--- src/rtl/dmem_pkg.sv ---
// dmem_pkg: shared types, port ids and command builder for the data-memory controller
package dmem_pkg;
    localparam int WORD_W    = 32;
    localparam int PORT_PIPE = 0;
    localparam int PORT_LOAD = 1;

    typedef enum logic [1:0] {IDLE, ACCESS, DONE} state_e;

    typedef struct packed {
        logic              write;
        logic [WORD_W-1:0] addr;
        logic [WORD_W-1:0] wdata;
        logic              misalign;
    } cmd_t;

    function automatic cmd_t make_cmd(input logic write, input logic [WORD_W-1:0] addr,
                                      input logic [WORD_W-1:0] wdata);
        return '{write: write, addr: addr, wdata: wdata, misalign: |addr[1:0]};
    endfunction
endpackage

--- src/rtl/dmem_ctrl_if.sv ---
// dmem_ctrl_if: both requester ports plus the RAM command bus of the controller
interface dmem_ctrl_if #(parameter int DMEM_POWER = 18);
    import dmem_pkg::*;
    logic                  p0Valid, p0Write, p0Ready;
    logic [WORD_W-1:0]     p0Addr, p0WData, p0RData;
    logic                  p1Valid, p1Write, p1Ready;
    logic [WORD_W-1:0]     p1Addr, p1WData, p1RData;
    logic                  alignErr, stallM;
    logic                  memEn, memWe;
    logic [DMEM_POWER-1:0] memAddr;
    logic [WORD_W-1:0]     memWData, memRData;

    modport slave (
        input  p0Valid, p0Write, p0Addr, p0WData,
        input  p1Valid, p1Write, p1Addr, p1WData,
        input  memRData,
        output p0Ready, p0RData, p1Ready, p1RData,
        output alignErr, stallM, memEn, memWe, memAddr, memWData
    );

    modport master (
        output p0Valid, p0Write, p0Addr, p0WData,
        output p1Valid, p1Write, p1Addr, p1WData,
        output memRData,
        input  p0Ready, p0RData, p1Ready, p1RData,
        input  alignErr, stallM, memEn, memWe, memAddr, memWData
    );
endinterface

--- src/rtl/rr_arb2.sv ---
// rr_arb2: two-requester round-robin arbiter with a one-hot grant
module rr_arb2 (
    input  logic       clk,
    input  logic       rst,
    input  logic       en_i,
    input  logic [1:0] req_i,
    output logic [1:0] gnt_o
);
    logic last_q;

    // a tie goes to the requester that did not win last time
    always_comb gnt_o = (&req_i) ? (last_q ? 2'b01 : 2'b10) : req_i;

    // remember the winner only when the grant is actually taken
    always_ff @(posedge clk or posedge rst)
        if (rst) last_q <= 1'b1;
        else if (en_i && |req_i) last_q <= gnt_o[1];
endmodule

--- src/rtl/dmem_ctrl.sv ---
// dmem_ctrl: multi-cycle data-memory controller sharing one RAM between pipeline and loader ports
module dmem_ctrl
    import dmem_pkg::*;
#(
    parameter int DMEM_POWER = 18,
    parameter int LATENCY    = 1
) (
    input logic        clk,
    input logic        reset,
    dmem_ctrl_if.slave bus
);
    localparam int            CW       = $clog2(LATENCY + 1);
    localparam logic [CW-1:0] CNT_INIT = CW'(LATENCY - 1);

    state_e            state_q, state_d;
    logic [CW-1:0]     cnt_q, cnt_d;
    cmd_t              cmd_q, cmd_d;
    logic              port_q, port_d;
    logic [WORD_W-1:0] rdata0_q, rdata1_q;
    logic [1:0]        gnt;
    logic              arb_en, mem_en, done, capture, unused_addr;

    rr_arb2 u_arb (
        .clk   (clk),
        .rst   (reset),
        .en_i  (arb_en),
        .req_i ({bus.p1Valid, bus.p0Valid}),
        .gnt_o (gnt)
    );

    // state register with the transaction context it owns
    always_ff @(posedge clk or posedge reset)
        if (reset) begin
            state_q <= IDLE;
            cnt_q   <= '0;
            cmd_q   <= '0;
            port_q  <= 1'b0;
        end else begin
            state_q <= state_d;
            cnt_q   <= cnt_d;
            cmd_q   <= cmd_d;
            port_q  <= port_d;
        end

    // next state: grant and latch in IDLE, count down ACCESS, single DONE cycle
    always_comb begin
        state_d = state_q;
        cnt_d   = cnt_q;
        cmd_d   = cmd_q;
        port_d  = port_q;
        arb_en  = 1'b0;
        case (state_q)
            IDLE: if (|gnt) begin
                arb_en  = 1'b1;
                port_d  = gnt[PORT_LOAD];
                cmd_d   = gnt[PORT_LOAD] ? make_cmd(bus.p1Write, bus.p1Addr, bus.p1WData)
                                         : make_cmd(bus.p0Write, bus.p0Addr, bus.p0WData);
                cnt_d   = CNT_INIT;
                state_d = ACCESS;
            end
            ACCESS: begin
                cnt_d   = (cnt_q == '0) ? '0 : cnt_q - CW'(1);
                state_d = (cnt_q == '0) ? DONE : ACCESS;
            end
            default: state_d = IDLE;
        endcase
    end

    // outputs: strobe on the first ACCESS cycle, hold address/data, pulse ready in DONE
    always_comb begin
        mem_en       = (state_q == ACCESS) && (cnt_q == CNT_INIT);
        done         = (state_q == DONE);
        capture      = (state_q == ACCESS) && (cnt_q == '0) && !cmd_q.write;
        bus.memEn    = mem_en;
        bus.memWe    = mem_en & cmd_q.write;
        bus.memAddr  = (state_q == ACCESS) ? cmd_q.addr[DMEM_POWER+1:2] : '0;
        bus.memWData = (state_q == ACCESS) ? cmd_q.wdata : '0;
        bus.p0Ready  = done & ~port_q;
        bus.p1Ready  = done & port_q;
        bus.alignErr = done & cmd_q.misalign;
        bus.stallM   = bus.p0Valid & ~(done & ~port_q) & ~reset;
        bus.p0RData  = rdata0_q;
        bus.p1RData  = rdata1_q;
        unused_addr  = ^{cmd_q.addr[WORD_W-1:DMEM_POWER+2], cmd_q.addr[1:0]};
    end

    // load data lands in the granted port's register at the end of the last ACCESS cycle
    always_ff @(posedge clk or posedge reset)
        if (reset) begin
            rdata0_q <= '0;
            rdata1_q <= '0;
        end else begin
            if (capture && !port_q) rdata0_q <= bus.memRData;
            if (capture && port_q)  rdata1_q <= bus.memRData;
        end
endmodule
--- src/flat_wrapper.sv ---
// flat-port wrapper written by rule: the top's interface ports become plain ports
module dmem_ctrl_flat import dmem_pkg::*;
#(
    parameter int DMEM_POWER = 18,
    parameter int LATENCY    = 1
)
  (clk, reset, bus_p0Valid, bus_p0Write, bus_p0Addr, bus_p0WData, bus_p1Valid, bus_p1Write, bus_p1Addr, bus_p1WData, bus_memRData, bus_p0Ready, bus_p0RData, bus_p1Ready, bus_p1RData, bus_alignErr, bus_stallM, bus_memEn, bus_memWe, bus_memAddr, bus_memWData);
  dmem_ctrl_if #(.DMEM_POWER(DMEM_POWER)) bus_i ();
  input logic clk;
  input logic reset;
  input wire logic [$bits(bus_i.p0Valid)-1:0] bus_p0Valid;
  input wire logic [$bits(bus_i.p0Write)-1:0] bus_p0Write;
  input wire logic [$bits(bus_i.p0Addr)-1:0] bus_p0Addr;
  input wire logic [$bits(bus_i.p0WData)-1:0] bus_p0WData;
  input wire logic [$bits(bus_i.p1Valid)-1:0] bus_p1Valid;
  input wire logic [$bits(bus_i.p1Write)-1:0] bus_p1Write;
  input wire logic [$bits(bus_i.p1Addr)-1:0] bus_p1Addr;
  input wire logic [$bits(bus_i.p1WData)-1:0] bus_p1WData;
  input wire logic [$bits(bus_i.memRData)-1:0] bus_memRData;
  output wire logic [$bits(bus_i.p0Ready)-1:0] bus_p0Ready;
  output wire logic [$bits(bus_i.p0RData)-1:0] bus_p0RData;
  output wire logic [$bits(bus_i.p1Ready)-1:0] bus_p1Ready;
  output wire logic [$bits(bus_i.p1RData)-1:0] bus_p1RData;
  output wire logic [$bits(bus_i.alignErr)-1:0] bus_alignErr;
  output wire logic [$bits(bus_i.stallM)-1:0] bus_stallM;
  output wire logic [$bits(bus_i.memEn)-1:0] bus_memEn;
  output wire logic [$bits(bus_i.memWe)-1:0] bus_memWe;
  output wire logic [$bits(bus_i.memAddr)-1:0] bus_memAddr;
  output wire logic [$bits(bus_i.memWData)-1:0] bus_memWData;
  assign bus_i.p0Valid = bus_p0Valid;
  assign bus_i.p0Write = bus_p0Write;
  assign bus_i.p0Addr = bus_p0Addr;
  assign bus_i.p0WData = bus_p0WData;
  assign bus_i.p1Valid = bus_p1Valid;
  assign bus_i.p1Write = bus_p1Write;
  assign bus_i.p1Addr = bus_p1Addr;
  assign bus_i.p1WData = bus_p1WData;
  assign bus_i.memRData = bus_memRData;
  assign bus_p0Ready = bus_i.p0Ready;
  assign bus_p0RData = bus_i.p0RData;
  assign bus_p1Ready = bus_i.p1Ready;
  assign bus_p1RData = bus_i.p1RData;
  assign bus_alignErr = bus_i.alignErr;
  assign bus_stallM = bus_i.stallM;
  assign bus_memEn = bus_i.memEn;
  assign bus_memWe = bus_i.memWe;
  assign bus_memAddr = bus_i.memAddr;
  assign bus_memWData = bus_i.memWData;
  dmem_ctrl #(.DMEM_POWER(DMEM_POWER), .LATENCY(LATENCY)) u_core (.clk(clk), .reset(reset), .bus(bus_i));
endmodule
--- config.mk ---
export PLATFORM = sky130hd
export DESIGN_NAME = dmem_ctrl_flat
export DESIGN_NICKNAME = d
export VERILOG_FILES = /design/src/rtl/dmem_pkg.sv /design/src/rtl/dmem_ctrl_if.sv /design/src/rtl/rr_arb2.sv /design/src/rtl/dmem_ctrl.sv /design/src/flat_wrapper.sv
export SDC_FILE = /design/constraint.sdc
export NUM_CORES = 1
export LEC_CHECK = 0
export CORE_MARGIN = 10
export CORE_UTILIZATION = 43
export CTS_CLUSTER_DIAMETER = 80
export DETAILED_ROUTE_END_ITERATION = 12
export GPL_TIMING_DRIVEN = 0
export PLACE_DENSITY = 0.82
export SLEW_MARGIN = 20
export SYNTH_ARGS = -nofsm -noshare
export SYNTH_HDL_FRONTEND = slang
export SYNTH_SLANG_ARGS = --single-unit
--- constraint.sdc ---
create_clock -name clk -period 7.9 [get_ports clk]
set_input_delay 1.975 -clock clk [delete_from_list [all_inputs] [get_ports clk]]
set_output_delay 1.975 -clock clk [all_outputs]
set_load 0.02 [all_outputs]
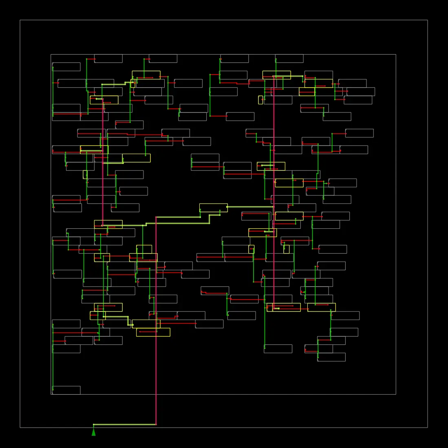
**Above:** clock routing.
TritonCTS Sinks: 120
Setup Skew: 0.004148 ns
Late-Pin Clk Latency: 0.40 ns

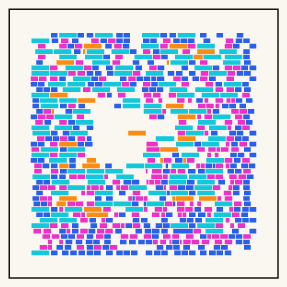
**Above:** placed cells, one color a class.
Scale: 2 px per µm.
Magenta marks all other logic, cells 236, share of their area 27%. Blue marks other buffers and delay cells, cells 284, share of their area 32%. Orange marks clock drivers and dummy loads, cells 28, share of their area 6.1%. Cyan marks flip-flops, cells 120, share of their area 34%.
CORE AREA: 12,620 µm²
Util after Layout: 70.95%
row count: 41
Seq/total area: 33.55%
Design Area, Final: 8954 µm²

==> GITHUB_STEP_SUMMARY <==
## Synthesis and layout report

| Metric | Value |
|---|---|
| Post-synth regs | `120` |
| Remaining antenna violation count | `0` |
| Clock group share of total power | `19.4%` |
| Final Net Count | `825` |
| Clock Power | `698 µW` |
| TNS Setup | `0 ns` |
| Num CTS Buffers | `17` |
| TritonRoute pass-1 iters | `4` |
| Status | `complete, no violations` |
| CP arrival | `3.35 ns` |
| Top cells, area | `dfrtp_1 (54%), mux2_2 (33%), and2_1 (5.7%)` |
| Final Cycle Share | `67.46%` |
| Gr ovfl total | `0` |
| Hold_ws | `0.4846 ns` |
| Hold Buf Count CTS | `0` |
| Worst reg-to-reg path cell count | `5` |
| Num ports | `286` |
| Final Hold Violation Tally | `0` |
| Largest net degree at the start of global routing | `64` |
| Critical R2R Capture | `u_core.cmd_q[17]$_DFFE_PP0P_` |
| Share of cells above drive strength 1 | `32.04%` |
| CTS tree | `built` |
| Pint | `2372 µW` |
| CP Capture Type | `output pin` |
| Gpl congestion | `0.8086` |
| Yosys Instances | `378` |
| Worst hold path type | `reg -> reg` |
| Max-cap violations | `0` |
| Placement Cell Area | `8417 µm²` |
| Vias per cell | `4.860` |
| Worst hold start | `u_core.bus.p0RData[25]$_DFFE_PP0P_` |
| Fin. max-slew vios | `0` |
| Dominant cell type by area after synthesis | `dfrtp_1` |
| Synth Seq Share | `54.06%` |
| Fin cells | `840` |
| Net Switching | `1233 µW` |
| Sequential share of power | `30.5%` |
| Final worst setup slack | `2.570 ns` |
| Multiplexer share | `34.43%` |
| Post-synth cell types | `18` |
| Maximum root-to-sink buffer count | `2` |
| Top cell excl fill/tap | `clkdlybuf4s50_1` |
| Crit. Startpoint | `bus_p0Valid` |
| First-pass GRT wire length | `26,710 µm` |
| Max power group | `combinational logic` |
| Diode count | `0` |
| Post-CTS Resized | `0` |
| Critical R2R Launch | `u_core.u_arb.last_q$_DFFE_PP1P_` |
| Chip area | `17,870 µm²` |
| FMAX | `187.6 MHz` |
| Kind of critical path | `in -> out` |
| Placed Cells | `812` |
| Final Setup Violations | `0` |
| Vias in the first global route | `4,660` |
| Peak VDD IR | `0.2540 mV` |
| Max_slew headroom | `61.98%` |
| Yosys chip area | `5557 µm²` |
| Synth Area per Inst | `14.70 µm²` |
| Dominant kind of combinational cell | `multiplexers` |
| PD cells | `402.6 nW/µm²` |
| Hold Crit Depth | `1` |
| Post-synth EDFFs | `0` |
| Residual DRC | `0` |
| Adder-cell area share of the yosys netlist | `0%` |
| Syn Std Cell Area | `5557 µm²` |
| Main synth FF type | `dfrtp_1` |
| RSZ-0062 raised after global routing | `no` |
| First DRT Iteration DRCs | `105` |
| CTS clk-pin slew, worst paths | `0.05 ns` |
| WHS Endpoint | `u_core.bus.p0RData[25]$_DFFE_PP0P_` |
| Post-Route WL | `17,210 µm` |
| Reg with most FFs | `u_core.cmd_q` |
| Worst slack, placed | `2.571 ns` |
| Critical Path Sink | `bus_stallM` |
| Yosys simple share | `7.701%` |
| Most frequent cells in the layout | `clkdlybuf4s50_1 (261), mux2_2 (165), dfrtp_1 (119)` |
| H-tree levels | `4` |
| Max reg flops | `52` |
| Count leader, synth | `mux2_2` |
| Post-synthesis compound-gate area fraction | `0.1351%` |
| WP data required | `5.93 ns` |
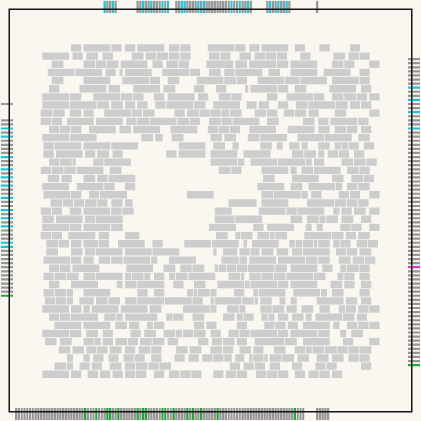
**Above:** pin placement.
Scale: 3 px per µm. Pins as bars across the die edge, other pins in gray.
Magenta marks bus_p1Write, pins 1, direction input, edge right. Cyan marks bus_p1RData, pins 32, direction output, edge 16 top, 12 left, 4 right. Green marks bus_memAddr, pins 18, direction output, edge 16 bottom, 1 right, 1 left.
die width: 133.7 µm
Die H: 133.7 µm

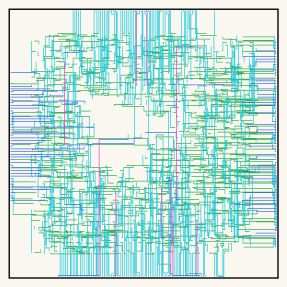
**Above:** routed metal, one color a layer.
Scale: 2 px per µm.
Green marks met1, wire length 6,400 µm. Cyan marks met2, wire length 9,100 µm. Magenta marks met4, wire length 431 µm. Blue marks met3, wire length 1,280 µm.
Total Routing Usage GR: 19.31%
routed vias: 4,082

-- final cells by class --
type | instances | area (µm²)
plain buffers | 22 | 192.7
clock buffers | 24 | 491.7
clock inverters | 4 | 45.04
fillers | 900 | 3666
inverters | 3 | 16.27
multi-input cells | 233 | 2349
flip-flops and latches | 120 | 3004
well taps | 172 | 215.2
repair buffers | 262 | 2640
-- critical path, stage by stage --
cell,delay (ns)
clkdlybuf4s50_1,0.53
nor3b_1,0.19
clkdlybuf4s50_1,0.65
-- layer usage --
metal  up-vias  GRT usage [%]  share of wire [%]
li1       1890              -                  -
met4         0          8.343                2.5
met2       164          34.58                 53
met5         -              0                  0
met1      2002          19.66                 37
met3        26          7.218                7.4
Power is estimated from default activity; no workload was simulated.
